<file path="src/rtl/car_sample_scheduler.sv">
// car_sample_scheduler: sample-rate tick generator, input sample FIFO and
//   issue/collect sequencer in front of the CAR filter bank.
// Ports: clk/rst_i (sync, active-high), enable_i; tick_o to the sample source;
//   src_valid_i/src_data_i/src_ready_o sample input; car_valid_o/car_x_o/car_ready_i
//   CAR input handshake; car_valid_i/car_ready_o CAR output handshake gated by
//   out_ready_i; status: frame_done_o, frame_idx_o, overrun_cnt_o, busy_o, timeout_o.
// Optional watchdog: define CAR_SCHED_TIMEOUT_EN to abort a BUSY phase after
//   TIMEOUT_CYCLES cycles; when undefined timeout_o is tied 0.
module car_sample_scheduler #(
  parameter int DATA_W         = 36,
  parameter int FIFO_DEPTH     = 4,
  parameter int TICK_DIV       = 4167,
  parameter int TIMEOUT_CYCLES = 1024,
  parameter int CNT_W          = 16
) (
  input  logic              clk,
  input  logic              rst_i,
  input  logic              enable_i,
  output logic              tick_o,
  input  logic              src_valid_i,
  input  logic [DATA_W-1:0] src_data_i,
  output logic              src_ready_o,
  output logic              car_valid_o,
  output logic [DATA_W-1:0] car_x_o,
  input  logic              car_ready_i,
  input  logic              car_valid_i,
  output logic              car_ready_o,
  input  logic              out_ready_i,
  output logic              frame_done_o,
  output logic [CNT_W-1:0]  frame_idx_o,
  output logic [CNT_W-1:0]  overrun_cnt_o,
  output logic              busy_o,
  output logic              timeout_o
);

  localparam int PTR_W  = $clog2(FIFO_DEPTH);
  localparam int OCC_W  = PTR_W + 1;
  localparam int TICK_W = (TICK_DIV > 1) ? $clog2(TICK_DIV) : 1;
  localparam logic [TICK_W-1:0] TICK_LAST = TICK_W'(TICK_DIV - 1);

  if (FIFO_DEPTH < 2 || (FIFO_DEPTH & (FIFO_DEPTH - 1)) != 0 ||
      TICK_DIV < 2 || TIMEOUT_CYCLES < 2) begin : g_param_check
    $error("car_sample_scheduler: illegal parameter combination");
  end

  typedef enum logic [1:0] {IDLE, ISSUE, BUSY} state_t;
  state_t state, state_n;

  // ---------------- sample-rate tick ----------------
  logic [TICK_W-1:0] tick_cnt;

  always_ff @(posedge clk) begin
    if (rst_i || !enable_i) tick_cnt <= '0;
    else if (tick_cnt == TICK_LAST) tick_cnt <= '0;
    else tick_cnt <= tick_cnt + 1'b1;
  end

  assign tick_o = enable_i && (tick_cnt == TICK_LAST);

  // ---------------- input FIFO ----------------
  logic [DATA_W-1:0] mem [FIFO_DEPTH];
  logic [PTR_W-1:0]  wr_ptr, rd_ptr;
  logic [OCC_W-1:0]  occ;
  logic              full, empty, push, pop;

  assign full        = (occ == OCC_W'(FIFO_DEPTH));
  assign empty       = (occ == '0);
  assign src_ready_o = !full;
  // full is taken from registered occupancy, so a same-cycle pop never frees a slot
  assign push        = src_valid_i && !full;
  assign pop         = (state == ISSUE) && car_ready_i;

  always_ff @(posedge clk) begin
    if (push) mem[wr_ptr] <= src_data_i;
  end

  // power-of-2 depth: pointers wrap by natural overflow
  always_ff @(posedge clk) begin
    if (rst_i) begin
      wr_ptr <= '0;
      rd_ptr <= '0;
      occ    <= '0;
    end else begin
      if (push) wr_ptr <= wr_ptr + 1'b1;
      if (pop)  rd_ptr <= rd_ptr + 1'b1;
      case ({push, pop})
        2'b10:   occ <= occ + 1'b1;
        2'b01:   occ <= occ - 1'b1;
        default: occ <= occ;
      endcase
    end
  end

  // ---------------- watchdog ----------------
  logic frame_hs, wd_fire;
  assign frame_hs = (state == BUSY) && car_valid_i && out_ready_i;

`ifdef CAR_SCHED_TIMEOUT_EN
  localparam int WD_W = $clog2(TIMEOUT_CYCLES);
  localparam logic [WD_W-1:0] WD_LAST = WD_W'(TIMEOUT_CYCLES - 1);
  logic [WD_W-1:0] wd_cnt;
  logic            timeout_q;

  // a handshake in the expiry cycle takes priority over the abort
  assign wd_fire = (state == BUSY) && (wd_cnt == WD_LAST) && !frame_hs;

  always_ff @(posedge clk) begin
    if (rst_i) begin
      wd_cnt    <= '0;
      timeout_q <= 1'b0;
    end else begin
      if (pop) wd_cnt <= '0;
      else if (state == BUSY) wd_cnt <= wd_cnt + 1'b1;
      if (wd_fire) timeout_q <= 1'b1;
    end
  end

  assign timeout_o = timeout_q;
`else
  assign wd_fire   = 1'b0;
  assign timeout_o = 1'b0;
`endif

  // ---------------- sequencer ----------------
  always_ff @(posedge clk) begin
    if (rst_i) state <= IDLE;
    else state <= state_n;
  end

  always_comb begin
    state_n = state;
    case (state)
      IDLE:    if (enable_i && !empty) state_n = ISSUE;
      ISSUE:   if (car_ready_i) state_n = BUSY;
      BUSY:    if (frame_hs || wd_fire) state_n = IDLE;
      default: state_n = IDLE;
    endcase
  end

  assign car_valid_o = (state == ISSUE);
  assign car_x_o     = (state == ISSUE) ? mem[rd_ptr] : '0;
  assign car_ready_o = (state == BUSY) && out_ready_i;
  assign busy_o      = (state != IDLE);

  // ---------------- status counters ----------------
  always_ff @(posedge clk) begin
    if (rst_i) begin
      frame_done_o  <= 1'b0;
      frame_idx_o   <= '0;
      overrun_cnt_o <= '0;
    end else begin
      frame_done_o <= frame_hs;
      if (frame_hs) frame_idx_o <= frame_idx_o + 1'b1;
      if (src_valid_i && full && (overrun_cnt_o != '1))
        overrun_cnt_o <= overrun_cnt_o + 1'b1;
    end
  end

endmodule
</file>
<file path="config.mk">
export PLATFORM = sky130hd
export DESIGN_NAME = car_sample_scheduler
export DESIGN_NICKNAME = d
export VERILOG_FILES = /design/src/rtl/car_sample_scheduler.sv
export SDC_FILE = /design/constraint.sdc
export NUM_CORES = 1
export LEC_CHECK = 0
export CORE_MARGIN = 2
export CORE_UTILIZATION = 55
export DETAILED_ROUTE_END_ITERATION = 7
export PLACE_DENSITY = 0.81
export SYNTH_ARGS = -nofsm -noshare
export SYNTH_HDL_FRONTEND = slang
export SYNTH_SLANG_ARGS = --single-unit
export TNS_END_PERCENT = 1
</file>
<file path="constraint.sdc">
create_clock -name clk -period 4.17 [get_ports clk]
set_clock_uncertainty 0.2 [all_clocks]
set_input_delay 1.0425 -clock clk [delete_from_list [all_inputs] [get_ports clk]]
set_output_delay 1.0425 -clock clk [all_outputs]
set_load 0.05 [all_outputs]
</file>
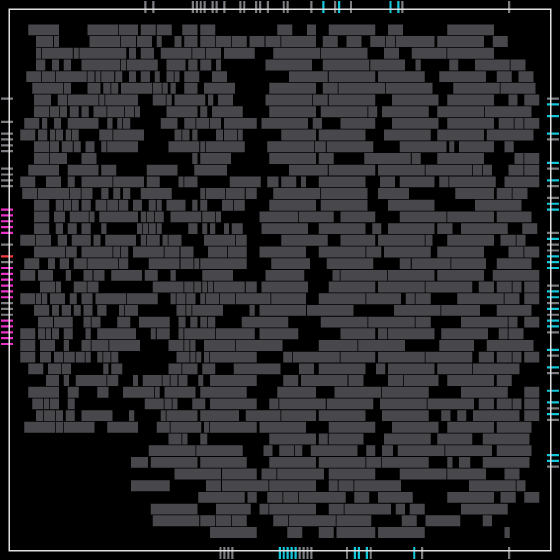
*Ports around the boundary*
Pins as bars across the die edge, other pins in gray.
- cyan: car_x_o (pins 36; direction output; edge 23 east, 9 south, 4 north)
- magenta: overrun_cnt_o (pins 16; direction output; edge west)
- red: src_ready_o (pins 1; direction output; edge west)
- all pins by edge: 40 east, 32 west, 25 north, 21 south
die y size: 126 um
chip width: 126 um

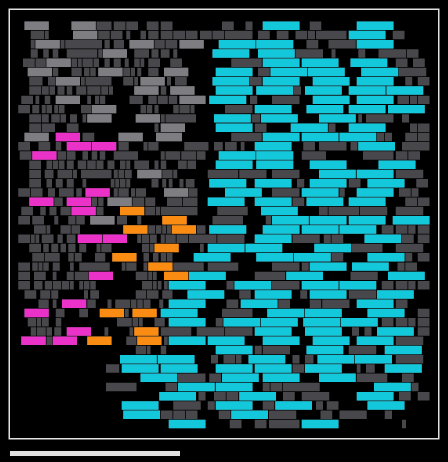
*Sequential cells colored by netlist name*
Bar = 50 um.
- orange: tick_cnt (flops 13)
- magenta: overrun_cnt_o (flops 16; where west)
- cyan: mem (flops 144)
Seq/total area: 53.4%
register area: 0.00547 mm2
Seq power: 2.26 mW
Finished Core Util: 70.8%

==> impl_metrics.csv <==
group,metric,value,unit
status,status,"completed",
drt,post_drt_wl_per_cell,18.4,um
global_routing,grt-busiest-layer,"met2",
clock_network,cts_made_buffers,21,
drt,wl_met1,6720,um
clock_network,post_cts_buffers,0,
drt,route.detailed.drc,0,
power,clockPowerShare,40.1,%
placed_design,pre_cts_slack,0.410,ns
synth,mux_share,10.7,%
timing,rsz0062_at_grt,"false",
die,initCoreUtil,56.2,%
synth,logic_family,"simple AND/OR/NAND/NOR gates",
drt,vias,4994,
power,power.group.top,"registers",
cells_and_area,num-multi-input-gates,303,
clock_network,ctsResizeCount,0,
placed_design,gp_congestion,0.872,
synth,common_cells,"144 x edfxtp_1, 57 x dfxtp_1, 37 x and2_1, 37 x nor2_1, 36 x mux4_2",
drt,wl_met2,8190,um
setup_path,crit_end,"car_x_o[4]",
cells_and_area,buffers_excl_clock,128,
drt,ant_nets,0,
placed_design,numPortBuffers,116,
cells_and_area,synthToLayoutAreaGrowth,25.8,%
cells_and_area,comb_share,24.6,%
setup_path,cp_top_family,"buffers and inverters",
placed_design,dp_cells,834,
clock_network,cts_tree,"built",
timing,fin_ws,0.338,ns
drt,routed_wl,16100,um
synth,top_cells_by_area,"edfxtp_1 53%, dfxtp_1 14%, mux4_2 10%, and2_1 2.8%, xnor2_1 1.7%",
die,placementRows,44,
cells_and_area,final_nets,726,
drt,top_layer_used,"met4",
setup_path,crit_path_start_kind,"register",
setup_path,endpoint_kind,"primary output",
clock_network,worstSkewPairLatency,0.47,ns
cells_and_area,mostFrequentLayoutCells,"144 x edfxtp_1, 116 x clkdlybuf4s50_1, 55 x dfxtp_1",
cells_and_area,n_fill_cell,950,
power,power_density,446,mW/mm2
job,tool_warnings,30,
synth,compound_area_share,3.26,%
synth,synth_simple_gate_area_share,12.7,%
global_routing,grt_start_max_net_pins,43,
timing,maxSlewViolCount,0,
timing,finalSetupViolCount,0,
timing,period_used_share,91.9,%
setup_path,reg2reg_setup_slack,1.50,ns
setup_path,path_buffers,2,
power,switching_share,22.6,%
clock_network,cts-hold-fix-buffers,0,
power,combinationalPowerShare,10.3,%
synth,synth.most_common_cell,"edfxtp_1",
synth,yosysCellCount,544,
synth,yosysUniqueCellTypes,47,
power,p_sw,1.03,mW
cells_and_area,inv_count,18,
global_routing,grtUsageMet3,4.25,%
die,design.core.area,0.0145,mm2
cells_and_area,largest_class,"flip-flops and latches",
clock_network,h-tree-depth,1,
synth,synthXorXnorAreaFrac,2.58,%
synth,postSynthCellCount,544,
synth,netlist_area,0.00814,mm2
synth,ys.flop_type,"edfxtp_1",
cells_and_area,layout_top_cell,"edfxtp_1",
setup_path,r2r_cells,9,
synth,synth_top_area_share,53.1,%
timing,finalHoldViolCount,0,
timing,period_needed,3.83,ns
placed_design,dp_hpwl,10100,um
hold_path,hold_class,"register to register",
power,internal-power,3.54,mW
cells_and_area,clk_share,6.66,%
setup_path,r2r_start,"occ[2]",
power,pwr-share-seq,49.6,%
setup_path,cp_slowest_stage_delay,0.69,ns
global_routing,grt_pass1_wl,25700,um
power,leakagePower,3.34,nW
drt,vias_per_cell,5.73,
synth,ys_seq_share,67.1,%
cells_and_area,diodes,0,
clock_network,cts.clk_slew.worst_paths,0.06,ns
global_routing,antenna_found_initial,0,
setup_path,critical_path_depth,4,
cells_and_area,drive_above_1_share,14.1,%
setup_path,critical_path.max_fanout,20,
cells_and_area,fin_cells,871,
drt,drtPass1Iterations,4,
global_routing,grt_pass1_vias,5062,
timing,slew-limit-headroom,19.3,%
setup_path,cp.arrival,2.59,ns
job,max-cap-violations,0,
drt,drt_iter0_drc,262,
timing,tns,0,ns
synth,edf_count,144,
power,peakVddDrop,0.000329,V
die,taps,184,
synth,adder_share,1.63,%
power,pg_comb,0.471,mW
synth,ys_async_sr_fraction,0,%
setup_path,path_class,"register to primary output",
synth,top_area_cell,"edfxtp_1",
die,chipArea,0.0158,mm2
drt,route.met3.wl,900,um
global_routing,overflow,0,
synth,yosys_area,0.00814,mm2
synth,syn_nets,597,
hold_path,holdPathEnd,"tick_cnt[0]",
clock_network,cts_buffer_depth,3,
timing,worst_pin_slew,1.20,ns
setup_path,crit_required,2.93,ns
setup_path,cp_slowest_cell,"clkdlybuf4s50_1",
timing,timing.fmax,261,MHz
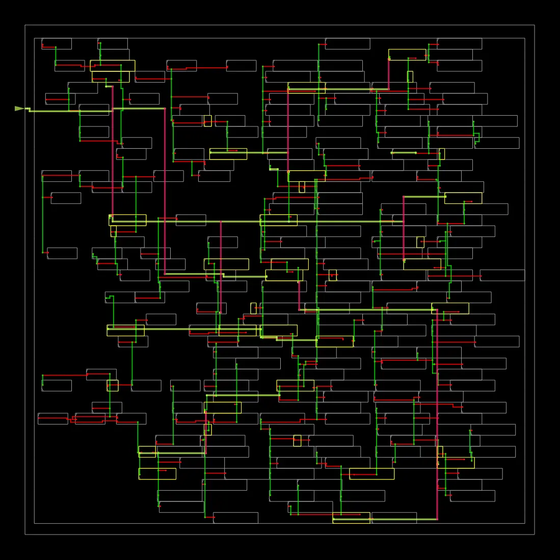
*Clock nets*
clk pwr: 1.83 mW
Seq cells: 201
clock buffers: 23
Num Clock Sinks: 201

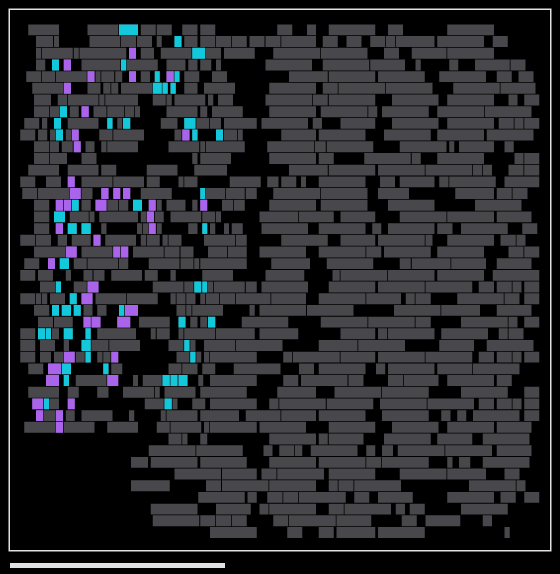
*Gate-type map*
Bar = 50 um.
- cyan: NAND gates (cells 52)
- purple: inverting AOI/OAI gates (cells 44)

[sequential cells by signal, indices dropped and copies added, names as in the netlist, named ones only]
| name | count |
|---|---|
| wr_ptr | 2 |
| mem | 144 |
| rd_ptr | 2 |
| tick_cnt | 13 |
| state | 2 |
| frame_idx_o | 16 |
| frame_done_o | 1 |
| occ | 3 |
| overrun_cnt_o | 16 |
[stage by stage]
| step | utilization, % | total power, mW | area [um2] |
|---|---|---|---|
| 2_1_floorplan | - | 2.60 | 8140 |
| 3_3_place_gp | 66.0 | 2.76 | 9560 |
| 3_5_place_dp | 66.0 | 2.78 | 9560 |
| 4_1_cts | 70.8 | 4.62 | 10200 |
| 5_1_grt | 70.8 | 4.73 | 10200 |
| 6_report | 70.8 | 4.57 | 10200 |
Power is estimated from default activity; no workload was simulated.
